$ cat src/rtl/feature_addr_gen_pkg.sv
// rtl/feature_addr_gen_pkg.sv - feature-memory constants and FSM encoding for feature_addr_gen
package feature_addr_gen_pkg;

  localparam int FEAT_ADDR_W    = 19;
  localparam int FEAT_IMG_W     = 64;
  localparam int FEAT_IMG_H     = 64;
  localparam int FEAT_ROW_SHIFT = 6;
  localparam int FEAT_CNT_W     = 6;

  typedef enum logic [1:0] {
    ST_IDLE = 2'd0,
    ST_RUN  = 2'd1,
    ST_DONE = 2'd2
  } featState_t;

  // Last index visited along one axis of length len when stepping by 1 or 2.
  function automatic logic [FEAT_CNT_W-1:0] lastIndex(input int len, input logic stride2);
    int lastVal;
    lastVal = stride2 ? (len - 2) : (len - 1);
    return FEAT_CNT_W'(lastVal);
  endfunction

endpackage

$ cat src/rtl/feature_scan_cnt.sv
// rtl/feature_scan_cnt.sv - row/column scan counter with step and wrap flags
module feature_scan_cnt
  import feature_addr_gen_pkg::*;
#(
  parameter int IMG_W = FEAT_IMG_W,
  parameter int IMG_H = FEAT_IMG_H,
  parameter int CNT_W = FEAT_CNT_W
) (
  input  logic             clk,
  input  logic             rstn,
  input  logic             clear,
  input  logic             advance,
  input  logic             stride2,
  output logic [CNT_W-1:0] row,
  output logic [CNT_W-1:0] col,
  output logic             planeLast
);

  logic [CNT_W-1:0] step;
  logic [CNT_W-1:0] lastCol;
  logic [CNT_W-1:0] lastRow;
  logic             colLast;
  logic             rowLast;

  assign step      = stride2 ? CNT_W'(2) : CNT_W'(1);
  assign lastCol   = lastIndex(IMG_W, stride2);
  assign lastRow   = lastIndex(IMG_H, stride2);
  assign colLast   = (col == lastCol);
  assign rowLast   = (row == lastRow);
  assign planeLast = colLast & rowLast;

  // Column steps every accepted beat; row steps when the column wraps.
  always_ff @(posedge clk or negedge rstn) begin
    if (!rstn) begin
      row <= '0;
      col <= '0;
    end else if (clear) begin
      row <= '0;
      col <= '0;
    end else if (advance) begin
      if (colLast) begin
        col <= '0;
        if (rowLast) begin
          row <= '0;
        end else begin
          row <= row + step;
        end
      end else begin
        col <= col + step;
      end
    end
  end

endmodule

$ cat src/rtl/feature_addr_gen.sv
// rtl/feature_addr_gen.sv - feature-map read address streamer; optional stride-2 scan under FEAT_ADDR_STRIDE2_EN
module feature_addr_gen
  import feature_addr_gen_pkg::*;
#(
  parameter int ADDR_W    = FEAT_ADDR_W,
  parameter int IMG_W     = FEAT_IMG_W,
  parameter int IMG_H     = FEAT_IMG_H,
  parameter int ROW_SHIFT = FEAT_ROW_SHIFT
) (
  input  logic              i_clk,
  input  logic              i_rstn,
  input  logic              i_start,
  input  logic [ADDR_W-1:0] i_baseAddr0,
  input  logic [ADDR_W-1:0] i_baseAddr1,
  input  logic [ADDR_W-1:0] i_baseAddr2,
  input  logic [1:0]        i_numFeat,
  input  logic              i_stride2,
  input  logic              i_abort,
  input  logic              i_ready,
  output logic              o_valid,
  output logic [ADDR_W-1:0] o_addr,
  output logic [1:0]        o_featSel,
  output logic [5:0]        o_row,
  output logic [5:0]        o_col,
  output logic              o_last,
  output logic              o_busy,
  output logic              o_done
);

  featState_t state;
  featState_t stateNext;

  logic [ADDR_W-1:0] base0Q;
  logic [ADDR_W-1:0] base1Q;
  logic [ADDR_W-1:0] base2Q;
  logic [1:0]        numFeatQ;
  logic [1:0]        featQ;
  logic              stride2Q;

  logic [5:0]        row;
  logic [5:0]        col;
  logic              planeLast;

  logic              startJob;
  logic              xfer;
  logic              isRun;
  logic              isDone;
  logic              lastBeat;
  logic [ADDR_W-1:0] baseSel;
  logic [ADDR_W-1:0] addrCalc;

`ifdef FEAT_ADDR_STRIDE2_EN
  // Stride mode is fixed for the whole job, captured with the bases.
  always_ff @(posedge i_clk or negedge i_rstn) begin
    if (!i_rstn) begin
      stride2Q <= 1'b0;
    end else if (startJob) begin
      stride2Q <= i_stride2;
    end
  end
`else
  logic unusedStride2;
  assign unusedStride2 = i_stride2;
  assign stride2Q      = 1'b0;
`endif

  // State register.
  always_ff @(posedge i_clk or negedge i_rstn) begin
    if (!i_rstn) begin
      state <= ST_IDLE;
    end else begin
      state <= stateNext;
    end
  end

  // Next state plus the start/transfer strobes; abort beats a pending transfer.
  always_comb begin
    stateNext = state;
    startJob  = 1'b0;
    xfer      = 1'b0;
    isRun     = 1'b0;
    isDone    = 1'b0;
    case (state)
      ST_IDLE: begin
        if (i_start) begin
          startJob  = 1'b1;
          stateNext = (i_numFeat != 2'd0) ? ST_RUN : ST_DONE;
        end
      end
      ST_RUN: begin
        isRun = 1'b1;
        if (i_abort) begin
          stateNext = ST_IDLE;
        end else if (i_ready) begin
          xfer = 1'b1;
          if (lastBeat) begin
            stateNext = ST_DONE;
          end
        end
      end
      ST_DONE: begin
        isDone    = 1'b1;
        stateNext = ST_IDLE;
      end
      default: begin
        stateNext = ST_IDLE;
      end
    endcase
  end

  // Job parameters latched at start; feature index steps when a plane wraps.
  always_ff @(posedge i_clk or negedge i_rstn) begin
    if (!i_rstn) begin
      base0Q   <= '0;
      base1Q   <= '0;
      base2Q   <= '0;
      numFeatQ <= '0;
      featQ    <= '0;
    end else if (startJob) begin
      base0Q   <= i_baseAddr0;
      base1Q   <= i_baseAddr1;
      base2Q   <= i_baseAddr2;
      numFeatQ <= i_numFeat;
      featQ    <= '0;
    end else if (xfer && planeLast && !lastBeat) begin
      featQ <= featQ + 2'd1;
    end
  end

  feature_scan_cnt #(
    .IMG_W (IMG_W),
    .IMG_H (IMG_H),
    .CNT_W (6)
  ) u_scanCnt (
    .clk       (i_clk),
    .rstn      (i_rstn),
    .clear     (startJob),
    .advance   (xfer),
    .stride2   (stride2Q),
    .row       (row),
    .col       (col),
    .planeLast (planeLast)
  );

  assign lastBeat = (featQ == numFeatQ - 2'd1) && planeLast;

  // Base select for the current feature; only 0..2 are reachable.
  always_comb begin
    baseSel = '0;
    case (featQ)
      2'd0:    baseSel = base0Q;
      2'd1:    baseSel = base1Q;
      2'd2:    baseSel = base2Q;
      default: baseSel = '0;
    endcase
  end

  // Address comes only from registers, so it cannot move while stalled.
  assign addrCalc = baseSel + (ADDR_W'(row) << ROW_SHIFT) + ADDR_W'(col);

  assign o_valid   = isRun;
  assign o_busy    = isRun;
  assign o_done    = isDone;
  assign o_addr    = isRun ? addrCalc : '0;
  assign o_featSel = isRun ? featQ : 2'd0;
  assign o_row     = isRun ? row : 6'd0;
  assign o_col     = isRun ? col : 6'd0;
  assign o_last    = isRun & lastBeat;

endmodule

$ cat config.mk
export PLATFORM = sky130hd
export DESIGN_NAME = feature_addr_gen
export DESIGN_NICKNAME = d
export VERILOG_FILES = /design/src/rtl/feature_addr_gen_pkg.sv /design/src/rtl/feature_scan_cnt.sv /design/src/rtl/feature_addr_gen.sv
export SDC_FILE = /design/constraint.sdc
export NUM_CORES = 1
export LEC_CHECK = 0
export CAP_MARGIN = 25
export CORE_MARGIN = 10
export CORE_UTILIZATION = 47
export CTS_BUF_LIST = sky130_fd_sc_hd__clkbuf_2 sky130_fd_sc_hd__clkbuf_4 sky130_fd_sc_hd__clkbuf_8
export DETAILED_ROUTE_END_ITERATION = 16
export GPL_ROUTABILITY_DRIVEN = 0
export PLACE_DENSITY = 0.79
export SETUP_SLACK_MARGIN = 0.3
export SYNTH_ARGS = -nofsm -noshare
export SYNTH_HDL_FRONTEND = slang
export SYNTH_SLANG_ARGS = --single-unit
$ cat constraint.sdc
create_clock -name i_clk -period 3.4 [get_ports i_clk]
set_input_delay 0.34 -clock i_clk [delete_from_list [all_inputs] [get_ports i_clk]]
set_output_delay 0.34 -clock i_clk [all_outputs]
set_load 0.01 [all_outputs]
==> impl_metrics.py, run 1 <==
# Generated from Yosys and OpenROAD reports
metrics = {
    "final_timing": {
        "layout_setup_ws_ns": -0.8594,
        "maxSlewHeadroom": 0.6016,
        "fin_crit_sh": 1.253,
        "hold_viol": 0,
        "setup_viol": 16,
        "rsz0062_at_grt": "yes",
    },
    "run_status": {
        "status": "finished, violations left",
        "violations": "negative setup slack",
    },
    "placement": {
        "dp.cells": 648,
        "post-dp-hpwl_um": 9744,
        "portBuffers": 100,
    },
    "global_route": {
        "grt_usage": 0.1934,
        "grt_pass1_wl_um": 20840,
        "grt_antenna_before_repair": 0,
    },
    "clock_network": {
        "clk_pin_slew_ns": 0.09,
        "clk_path_buf_depth": 2,
        "numCtsBuffers": 9,
    },
    "setup_path": {
        "cp_cell_sequence": "inv_2 -> ha_2 -> buf_6 -> a222oi_1 -> nor2_1 -> ha_1 -> a211oi_2 -> nor3_2 -> or4_4 -> a211o_4 -> nand3b_1 -> mux2i_2 -> buf_4",
        "path_max_fanout": 8,
        "end_kind": "output port",
        "cp-start-kind": "flop",
        "ff2ff_path_depth": 7,
        "cp_top_family": "AND-OR/OR-AND gates",
        "worst-endpoint-arrival_ns": 3.92,
        "crit_slowest_cell": "a222oi_1",
    },
    "die": {
        "chip_area_mm2": 0.01338,
        "die_width_um": 115.7,
        "num_rows": 34,
        "fp.dieH_um": 115.7,
        "fp_util": 0.4883,
    },
    "synthesis": {
        "synth-edff-count": 0,
        "yosys_cells": 410,
        "synthTopCellsByArea": "dfrtp_1, mux2_2, ha_1",
        "yosys_warnings": 0,
        "ys_seq_share": 0.4364,
        "ys.flops": 75,
        "yosysTopAreaCell": "dfrtp_1",
        "yosysMostFrequentCell": "dfrtp_1",
    },
    "final_layout": {
        "regArea_mm2": 0.001878,
        "final_cell_area_mm2": 0.006310,
        "fin_util": 0.7165,
    },
    "power_and_ir_drop": {
        "p_leak_uw": 0.002794,
    },
    "routing": {
        "drt-initial-drc-count": 321,
    },
    "job": {
        "max-cap-violations": 0,
        "tool_warnings": 33,
    },
}
-- run 1: path summary, 6_finish.rpt --
path | start | end | slack, ns
worst max-delay path | featQ[1]$_DFFE_PN0P_ | o_addr[16] | -0.86
worst min-delay path | i_rstn | base1Q[5]$_DFFE_PN0P_ | 0.30
worst max register to register | u_scanCnt.col[1]$_DFFE_PN0P_ | u_scanCnt.row[3]$_DFFE_PN0P_ | 1.28
worst min register to register | state[1]$_DFFE_PN0P_ | state[1]$_DFFE_PN0P_ | 0.51
max in group asynchronous | i_rstn | featQ[1]$_DFFE_PN0P_ | 2.54
min in group i_clk | state[1]$_DFFE_PN0P_ | state[1]$_DFFE_PN0P_ | 0.51
-- run 1: final cells by class --
type / count / area share
clock buffer: 9 / 0.01963
timing repair buffer: 178 / 0.2495
multi-input combinational: 306 / 0.4002
sequential: 75 / 0.2976
inverter: 5 / 0.002974
clock inverter: 7 / 0.008725
tap: 108 / 0.02142
-- run 1: repair_timing --
action,in CTS,in global routing
gates resized,81,34
buffers inserted,10,12
endpoints found under the setup margin,18,18
hold buffers,0,1
hold endpoints to repair,0,1
pin swaps,23,24
-- run 1: layout by cell type (no fill, tap or decap), types with 5 or more instances in the layout --
cell type        count
a21o_1               6
a21oi_1             12
a222oi_1            19
and2_1              15
buf_2               13
buf_4               72
buf_6                8
clkbuf_8             9
clkdlybuf4s50_1     81
dfrtp_1             74
ha_1                12
mux2_2              59
nand2_1             17
nand2b_1             5
nand3_1             11
nor2_1              41
nor3_1              12
o21ai_0              5
xnor2_1              5
xor2_1               5
-- run 1: power by group --
| group | switching [µW] | internal (µW) |
|---|---|---|
| Sequential | 200 | 1200 |
| Combinational | 771 | 841 |
| Clock | 369 | 275 |
| Total | 1340 | 2310 |
-- run 1: layer usage --
layer | up-vias | share of wire | track usage | routed length, µm
li1 | 1855 | - | - | -
met4 | 0 | 0.034 | 0.05088 | 494
met5 | - | 0 | 0 | 0
met3 | 47 | 0.092 | 0.06202 | 1322
met1 | 2051 | 0.38 | 0.2263 | 5417
met2 | 239 | 0.50 | 0.3356 | 7187
-- run 1: worst register-to-register path: cells and delay by family (launching register included) --
family	cells	cell delay, ns
simple gates	4	1.15
flops	1	0.39
fa+ha+maj	1	0.20
buf+inv	1	0.17
compound gates	1	0.15
-- run 1: cell families after synthesis --
| family | count (synthesis) | synth area share |
|---|---|---|
| buf+inv | 29 | 0.03142 |
| compound gates | 76 | 0.1298 |
| flops | 75 | 0.4364 |
| mux | 63 | 0.1638 |
| simple gates | 137 | 0.1591 |
| xor+xnor | 11 | 0.02240 |
| fa+ha+maj | 19 | 0.05703 |
-- run 1: state kept, by name (all words and copies together), names as in the netlist --
| register | cells |
|---|---|
| base1Q | 19 |
| u_scanCnt.row | 6 |
| base0Q | 19 |
| u_scanCnt.col | 6 |
| numFeatQ | 2 |
| featQ | 2 |
| base2Q | 19 |
| state | 2 |
Fig. 1: run 1, metal 1
Drawn at 4 px/µm. Supply wires on this layer in gray. Cells faint in the background.
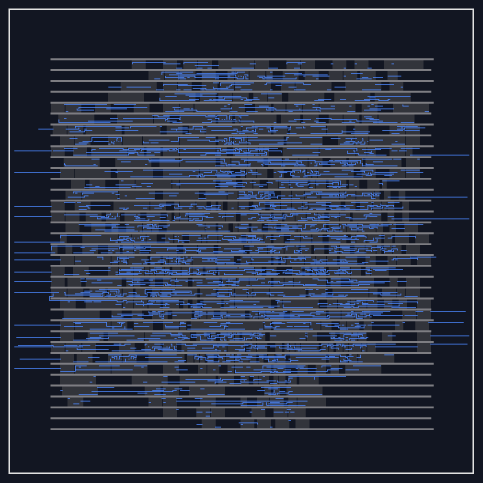
longest straight run = 32.7 µm
share of all routed wire = 38%
DR vias: 4192
Total Wirelength: 14420 µm
met1 GRT Util: 0.2263

Fig. 2: run 1, metal 2
Drawn at 4 px/µm.
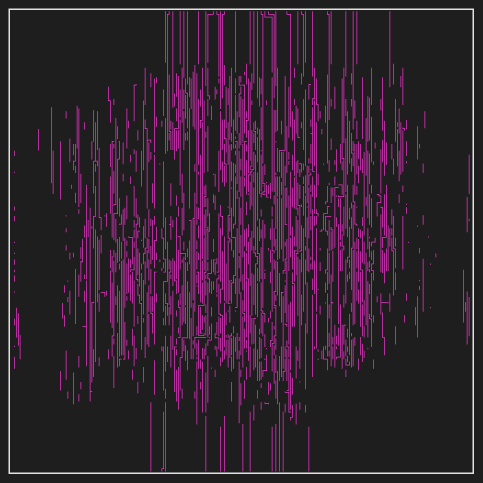
share of all routed wire = 50%
wire length on this layer = 7190 µm
met2 Usage GRT: 0.3356

Fig. 3: run 1, the metal 3 layer
Drawn at 4 px/µm. Cells faint in the background.
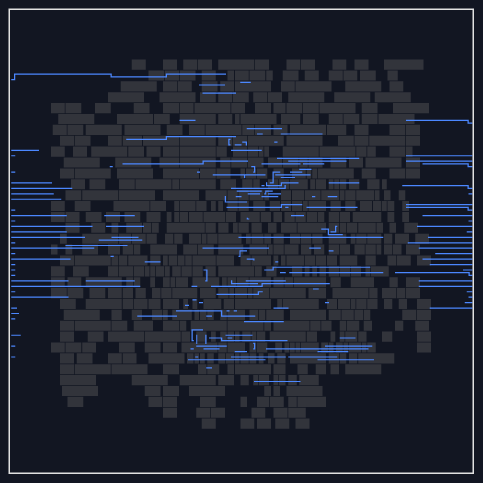
main direction = horizontal
longest straight run = 35.9 µm
wire length on this layer = 1320 µm
met3 track demand over resource: 0.06202

Fig. 4: run 1, met4 routing
Drawn at 3 px/µm. Supply wires on this layer in gray. Cells faint in the background.
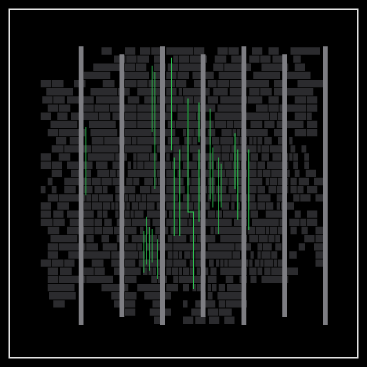
wire length on this layer = 494 µm
share of all routed wire = 3.4%

Fig. 5: run 1, routing congestion map
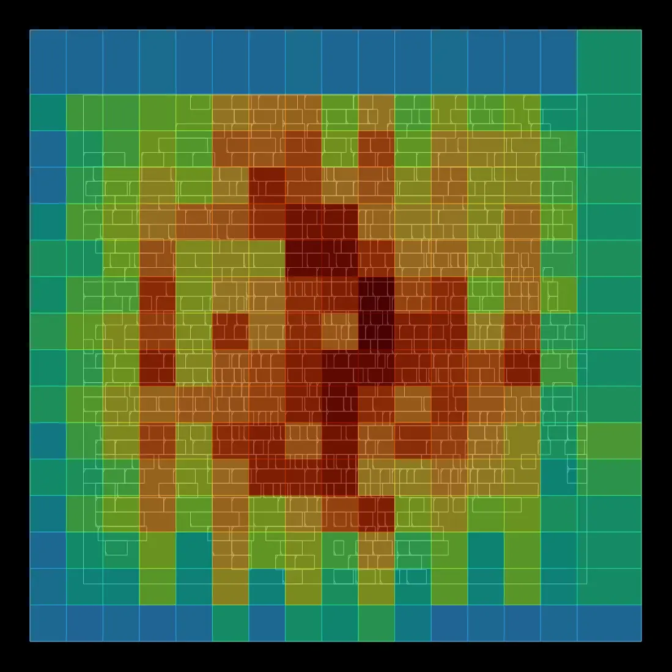

==> run 2: changes to the inputs <==
--- a/config.mk
+++ b/config.mk
@@ -5,9 +5,10 @@
 export SDC_FILE = /design/constraint.sdc
 export NUM_CORES = 1
 export LEC_CHECK = 0
+export ABC_AREA = 1
 export CAP_MARGIN = 25
 export CORE_MARGIN = 10
-export CORE_UTILIZATION = 47
+export CORE_UTILIZATION = 48
 export CTS_BUF_LIST = sky130_fd_sc_hd__clkbuf_2 sky130_fd_sc_hd__clkbuf_4 sky130_fd_sc_hd__clkbuf_8
 export DETAILED_ROUTE_END_ITERATION = 16
 export GPL_ROUTABILITY_DRIVEN = 0
Fig. 6: run 2, routing congestion map
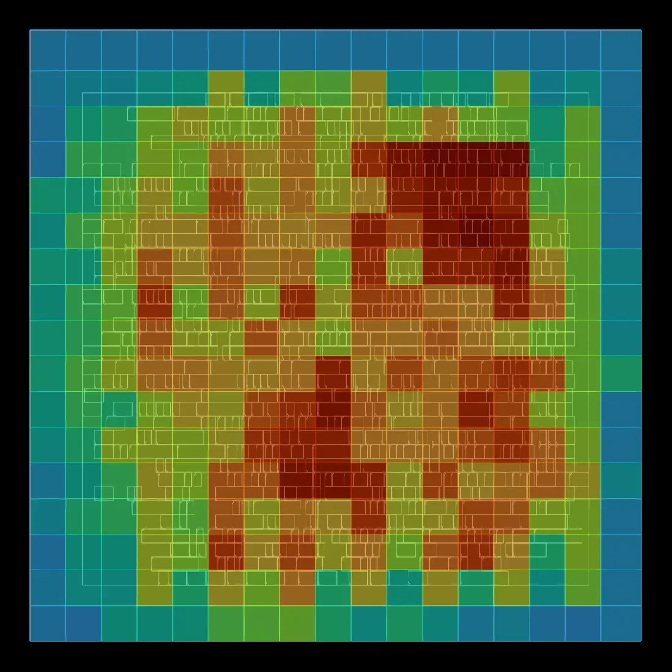
met1 GRT Util: 0.2319
WL/cell: 15.95 µm
Util after Layout: 0.7252
met2 Usage GRT: 0.3213

==> run 2 against run 1 <==
Against the previous run: the run now ends clean; final area rose by 7.2%; final cell count grew 36%; sequential share of layout area decreased by 2.0 points; largest cell class unchanged; sequential power up 14%; first-iteration DRC count grew 64%; register-to-register slack better by 0.16 ns; die area rose by 4.5%; critical endpoint is now o_addr[18]; global-route usage decreased by 0.36 points.
==> impl_metrics.py, run 2 <==
# Generated from Yosys and OpenROAD reports
metrics = {
    "global_route": {
        "grt_usage": 0.1898,
        "grt_pass1_wl_um": 22560,
        "overflow": 0,
        "grt_max_degree": 68,
        "grt_pass1_vias": 4711,
        "grt_antenna_before_repair": 0,
    },
    "synthesis": {
        "yosys_cells": 680,
        "ys_seq_share": 0.4052,
        "synthArstFlopShare": 1.000,
        "synthTopCellsByArea": "dfrtp_1, nand2_1, ha_1",
        "yosysMostFrequentCell": "nand2_1",
        "synth-edff-count": 0,
        "synth_nets": 764,
        "syn-cell-area_mm2": 0.004632,
        "yosys_warnings": 0,
        "ys.flops": 75,
        "yosysUniqueCellTypes": 33,
        "yosys_area_mm2": 0.004632,
        "top_cell_area_share": 0.4052,
        "syn_avg_cell_area_um2": 6.812,
        "yosysTopAreaCell": "dfrtp_1",
        "synthTopCellsByCount": "nand2_1, dfrtp_1, inv_1",
    },
    "setup_path": {
        "end_kind": "output port",
        "crit_slowest_cell": "dfrtp_2",
        "slowest_delay_ns": 0.47,
        "cp_top_family": "simple AND/OR/NAND/NOR gates",
        "cp-start-kind": "flop",
        "worst-endpoint-arrival_ns": 2.87,
        "path_max_fanout": 9,
        "cp.required_ns": 3.06,
        "cp_cell_sequence": "buf_6 -> ha_4 -> buf_8 -> nand2_1 -> nand3_2 -> nand2_1 -> inv_1 -> ha_4 -> nand2_4 -> inv_1 -> a21oi_2 -> nand3_2 -> nand2_2 -> nand2_4 -> nand3_2 -> nand2_1 -> nor2_1 -> buf_2",
        "crit_type": "reg -> out",
    },
    "routing": {
        "first_pass_iters": 5,
        "drt_wl_total_um": 14960,
        "drc": 0,
        "viasPerCell": 5.193,
        "route.antenna.remaining_nets": 0,
        "drt-initial-drc-count": 528,
        "vias": 4871,
    },
    "die": {
        "num_rows": 35,
        "die_width_um": 118.2,
        "fp_util": 0.4966,
        "chip_area_mm2": 0.01398,
        "fp.dieH_um": 118.2,
    },
    "hold_path": {
        "hold_class": "reg -> reg",
    },
    "job": {
        "tool_warnings": 32,
        "max-cap-violations": 0,
    },
    "final_layout": {
        "final_cells": 938,
        "fill_cells": 718,
        "largest_registers": "base0Q x19, base1Q x19, base2Q x19",
        "area_delta_synth_final_pct": 46.03,
        "drive_gt1_frac": 0.2559,
        "layout_top_cells": "nand2_1, clkdlybuf4s50_1, dfrtp_1",
        "layout.cells.most_common": "nand2_1",
        "diodes": 0,
    },
    "clock_network": {
        "clk_pin_slew_ns": 0.08,
        "htreeDepth": 3,
        "clk_path_buf_depth": 2,
        "numCtsBuffers": 9,
    },
    "final_timing": {
        "rsz0062_at_grt": "yes",
        "maxSlewHeadroom": 0.5533,
        "finalCriticalPeriod_ns": 3.210,
        "setup_viol": 0,
        "fin_crit_sh": 0.9440,
        "layout_setup_ws_ns": 0.1903,
        "hold_viol": 0,
        "tns_ns": 0,
        "max_freq_mhz": 311.6,
        "tightest_slew_ns": 0.6701,
    },
    "run_status": {
        "status": "finished clean",
    },
    "placement": {
        "dp.cells": 900,
        "post-dp-hpwl_um": 9599,
        "portBuffers": 100,
    },
    "power_and_ir_drop": {
        "power_density_mw_per_mm2": 893.4,
        "p_leak_uw": 0.003445,
        "fin_total_pwr_uw": 6043,
    },
}
[run 2: cell types whose count changed after synthesis, sizes merged, moves of 11 or more]
cell and delta:
nand3 +33, inv +57, nand2 +306, o21ai +11, nor2 +16, nor3 -11
and2 -14, mux2 -59, a222oi -19
[run 2: cell type report]
class	count	area, µm²	area share
Multi-Input combinational cell	517	3014	0.4456
Sequential cell	75	1878	0.2777
Timing Repair Buffer	138	1254	0.1853
Inverter	63	244.0	0.03607
Clock buffer	12	165.2	0.02442
Tap cell	129	161.4	0.02386
Clock inverter	4	47.55	0.007029
[run 2: path summary, 6_finish.rpt]
check | start | to | slack [ns] | depth (start not counted)
min | base0Q[13]$_DFFE_PN0P_ | base0Q[13]$_DFFE_PN0P_ | 0.48 | 2
max in group asynchronous | i_rstn | base1Q[8]$_DFFE_PN0P_ | 1.84 | 3
min in group asynchronous | i_rstn | numFeatQ[0]$_DFFE_PN0P_ | 0.49 | 2
max | featQ[0]$_DFFE_PN0P_ | o_addr[18] | 0.19 | 18
max reg2reg | state[1]$_DFFE_PN0P_ | u_scanCnt.col[5]$_DFFE_PN0P_ | 1.44 | 7
min reg2reg | base0Q[13]$_DFFE_PN0P_ | base0Q[13]$_DFFE_PN0P_ | 0.48 | 2
[run 2: kinds of logic (layout without fill, tap and decap cells)]
group,count (synthesis),in the layout,synth area share
AOI/OAI and AO/OA,51,51,0.05889
xor gates and xnor gates,9,9,0.01702
adders and majority gates,19,19,0.05295
buffers and inverters,88,217,0.07915
DFF,75,75,0.4052
and+or+nand+nor,438,438,0.3868
[run 2: metrics by stage]
stage                     hold slack (ns)  cell area [µm²]
after floorplan                   0.04441             4632
after global placement             0.3317             5784
after detailed placement           0.3330             5784
after CTS                          0.4849             6289
after global routing               0.5054             6764
final                              0.4835             6764
[run 2: repair_timing]
action                                  CTS  global route
endpoints found under the setup margin   18            16
gates resized                            95           128
setup buffers                             7            14
hold buffers                              1             0
endpoints found under the hold margin    21             0
pin swaps                                13            62
[run 2: metal layers]
metal / up-vias / track usage / share of wire
li1: 2347 / - / -
met1: 2288 / 0.2319 / 0.42
met2: 192 / 0.3213 / 0.50
met3: 44 / 0.03760 / 0.056
met4: 0 / 0.07419 / 0.027
met5: - / 0 / 0
[run 2: power by group]
group          switching, µW  internal [µW]
clock                    337            397
combinational           2180           1530
sequential               305           1290
[run 2: tightest hold or removal path: cells and delay by family (launching register included)]
family / cells / cell delay (ns)
flops: 1 / 0.35
simple gates: 2 / 0.10
Fig. 7: run 2, metal 1
Drawn at 4 px/µm. Supply wires on this layer in gray. Cells faint in the background.
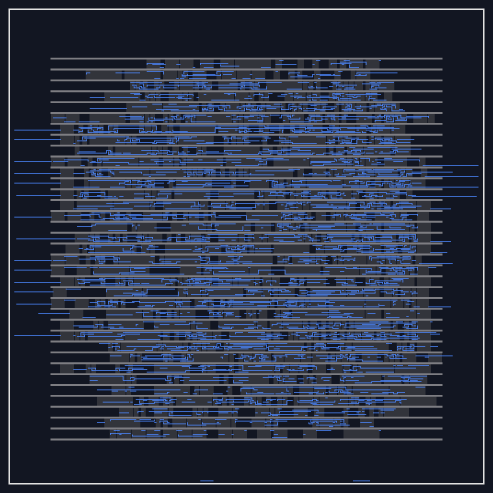

==> run 3: changes to the inputs <==
--- a/config.mk
+++ b/config.mk
@@ -11,7 +11,6 @@
 export CORE_UTILIZATION = 48
 export CTS_BUF_LIST = sky130_fd_sc_hd__clkbuf_2 sky130_fd_sc_hd__clkbuf_4 sky130_fd_sc_hd__clkbuf_8
 export DETAILED_ROUTE_END_ITERATION = 16
-export GPL_ROUTABILITY_DRIVEN = 0
 export PLACE_DENSITY = 0.79
 export SETUP_SLACK_MARGIN = 0.3
 export SYNTH_ARGS = -nofsm -noshare
Fig. 8: run 3, metal 1
Drawn at 4 px/µm. Supply wires on this layer in gray. Cells faint in the background.
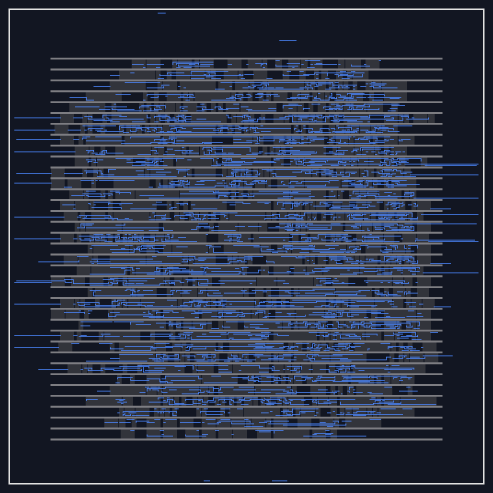
share of all routed wire = 39%
main direction = horizontal
Total Wirelength: 15570 µm
DR vias: 5038
met1 GRT Util: 0.2303

==> run 3 against run 2 <==
Against the previous run: sequential share of layout area down 0.52 points; routed wire length grew 4.1%; via count increased by 3.4%; clock skew grew 0.0095 ns; global-route usage grew 0.066 points; highest routed layer unchanged.
==> impl_metrics.py, run 3 <==
# Generated from Yosys and OpenROAD reports
metrics = {
    "run_status": {
        "status": "finished clean",
    },
    "synthesis": {
        "synth_nets": 764,
        "synthTopCellsByArea": "dfrtp_1, nand2_1, ha_1",
        "syn-cell-area_mm2": 0.004632,
        "ys_seq_share": 0.4052,
        "yosysMostFrequentCell": "nand2_1",
        "ys_sh_mux": 0,
        "synthSimpleGateAreaFrac": 0.3868,
        "yosys_cells": 680,
        "netlist_logic_family_top": "simple AND/OR/NAND/NOR gates",
        "synth-edff-count": 0,
        "synthArstFlopShare": 1.000,
        "yosysUniqueCellTypes": 33,
        "synthTopCellsByCount": "nand2_1, dfrtp_1, inv_1",
        "yosys_area_mm2": 0.004632,
        "syn_avg_cell_area_um2": 6.812,
        "yosys_warnings": 0,
        "ys_sh_xor": 0.01702,
        "yosysTopAreaCell": "dfrtp_1",
        "fa_ha_area_frac": 0.05294,
        "synthAoiAreaFrac": 0.05889,
        "ys.flops": 75,
        "top_cell_area_share": 0.4052,
    },
    "global_route": {
        "grt_usage": 0.1905,
        "overflow": 0,
        "grt_antenna_before_repair": 0,
        "grt_pass1_vias": 4711,
        "grt_pass1_wl_um": 22610,
        "grt_max_degree": 68,
    },
    "clock_network": {
        "numCtsBuffers": 9,
        "clk_path_buf_depth": 2,
        "clk_latency_ns": 0.36,
        "clk_pin_slew_ns": 0.09,
        "cts_num_sinks": 75,
        "htreeDepth": 3,
    },
    "setup_path": {
        "cp.required_ns": 3.06,
        "path_max_fanout": 5,
        "worst-endpoint-arrival_ns": 2.82,
        "crit_type": "reg -> out",
        "end_kind": "output port",
        "cp-start-kind": "flop",
        "r2r_setup_slack_ns": 1.38,
    },
    "routing": {
        "wl_per_cell_um": 16.51,
        "route.antenna.remaining_nets": 0,
        "first_pass_iters": 7,
        "viasPerCell": 5.343,
        "drc": 0,
        "drt-initial-drc-count": 465,
    },
    "final_layout": {
        "layout_top_cells": "nand2_1, clkdlybuf4s50_1, dfrtp_1",
        "largest_registers": "base0Q x19, base1Q x19, base2Q x19",
        "area_delta_synth_final_pct": 48.81,
        "fin_nets": 893,
        "drive_gt1_frac": 0.2727,
        "diodes": 0,
        "layout.cells.most_common": "nand2_1",
        "final_cell_area_mm2": 0.006893,
    },
    "hold_path": {
        "hold_class": "reg -> reg",
    },
    "job": {
        "tool_warnings": 31,
        "max-cap-violations": 0,
    },
    "placement": {
        "portBuffers": 100,
        "gp_congestion": 0.8546,
        "post-dp-hpwl_um": 9674,
        "placed_area_mm2": 0.005792,
    },
    "power_and_ir_drop": {
        "power_density_mw_per_mm2": 897.1,
        "p_leak_uw": 0.003519,
    },
    "final_timing": {
        "finalCriticalPeriod_ns": 3.157,
        "rsz0062_at_grt": "yes",
        "maxSlewHeadroom": 0.5497,
        "whs_ns": 0.4858,
        "setup_viol": 0,
        "clock_skew_ns": 0.02000,
        "fin_crit_sh": 0.9284,
        "tightest_slew_ns": 0.6755,
        "tns_ns": 0,
        "drv_slew": 0,
        "layout_setup_ws_ns": 0.2435,
        "hold_viol": 0,
        "max_freq_mhz": 316.8,
    },
    "die": {
        "chip_area_mm2": 0.01398,
        "fp_util": 0.4966,
        "num_rows": 35,
        "die_width_um": 118.2,
        "fp.dieH_um": 118.2,
        "pin_count": 102,
    },
}
==> run 3: cell count changes in the layout (fill, tap and decap cells not counted), sizes merged <==
cell,before,now
bufinv,1,3
clkdlybuf4s15,0,1
clkinv,3,2
clkbuf,16,15
dlygate4sd2,4,3
inv,62,64
buf,48,51
==> run 3: final timing paths <==
check,from,to,depth (start not counted)
worst min register to register,base1Q[3]$_DFFE_PN0P_,base1Q[3]$_DFFE_PN0P_,2
worst max-delay path,featQ[1]$_DFFE_PN0P_,o_addr[8],16
max in group asynchronous,i_rstn,base0Q[7]$_DFFE_PN0P_,3
worst min-delay path,base1Q[3]$_DFFE_PN0P_,base1Q[3]$_DFFE_PN0P_,2
worst max register to register,state[1]$_DFFE_PN0P_,featQ[0]$_DFFE_PN0P_,9
min in group asynchronous,i_rstn,base2Q[5]$_DFFE_PN0P_,3
==> run 3: worst max-delay path: stages (launching register included) <==
cell and delay [ns]:
dfrtp_1 0.42, buf_6 0.14, ha_4 0.17, buf_6 0.13
nand2_2 0.06, nand3_2 0.07, nand2_1 0.08, inv_2 0.05
ha_4 0.28, a21oi_4 0.19, buf_4 0.16, o21bai_4 0.07
buf_4 0.14, a21oi_2 0.12, xor2_1 0.17, nor2_1 0.05
buf_2 0.16
==> run 3: kinds of logic after synthesis <==
kind of cell | Yosys count
simple gates | 438
flops | 75
compound gates | 51
fa+ha+maj | 19
xor+xnor | 9
buf+inv | 88
==> run 3: cell type report <==
type / instances / area (µm²)
inverters: 63 / 241.5
well taps: 129 / 161.4
fillers: 686 / 2435
multi-input cells: 517 / 3037
repair buffers: 143 / 1328
clock buffers: 9 / 123.9
flip-flops and latches: 75 / 1878
clock inverters: 7 / 123.9
==> run 3: metal layers <==
layer	routed length, µm	track usage	up-vias	share of wire
li1	-	-	2360	-
met1	6085	0.2303	2368	0.39
met2	7844	0.3223	261	0.50
met3	1063	0.03950	49	0.068
met4	574	0.07805	0	0.037
met5	0	0	-	0
==> run 3: what timing repair did <==
item,CTS,global route
pin swaps,17,65
cloned,0,1
setup buffers,4,20
gates resized,102,135
endpoints found under the hold margin,10,0
hold buffers,1,0
endpoints found under the setup margin,18,16
==> run 3: stage by stage <==
stage,total power (µW),std cells,util
floorplan,3231,680,-
global placement,4015,901,0.6209
detailed placement,4095,901,0.6209
CTS,5248,922,0.6773
global route,6576,943,0.7390
finish,6184,943,0.7390
==> run 3: power by group <==
group | total [µW] | internal, µW | switching (µW) | leakage, µW
Clock | 854 | 494 | 360 | 0.000120
Sequential | 1610 | 1290 | 313 | 0.000936
Combinational | 3720 | 1530 | 2200 | 0.00246
Power figures rest on the tool's default switching activity, not on a simulated workload.
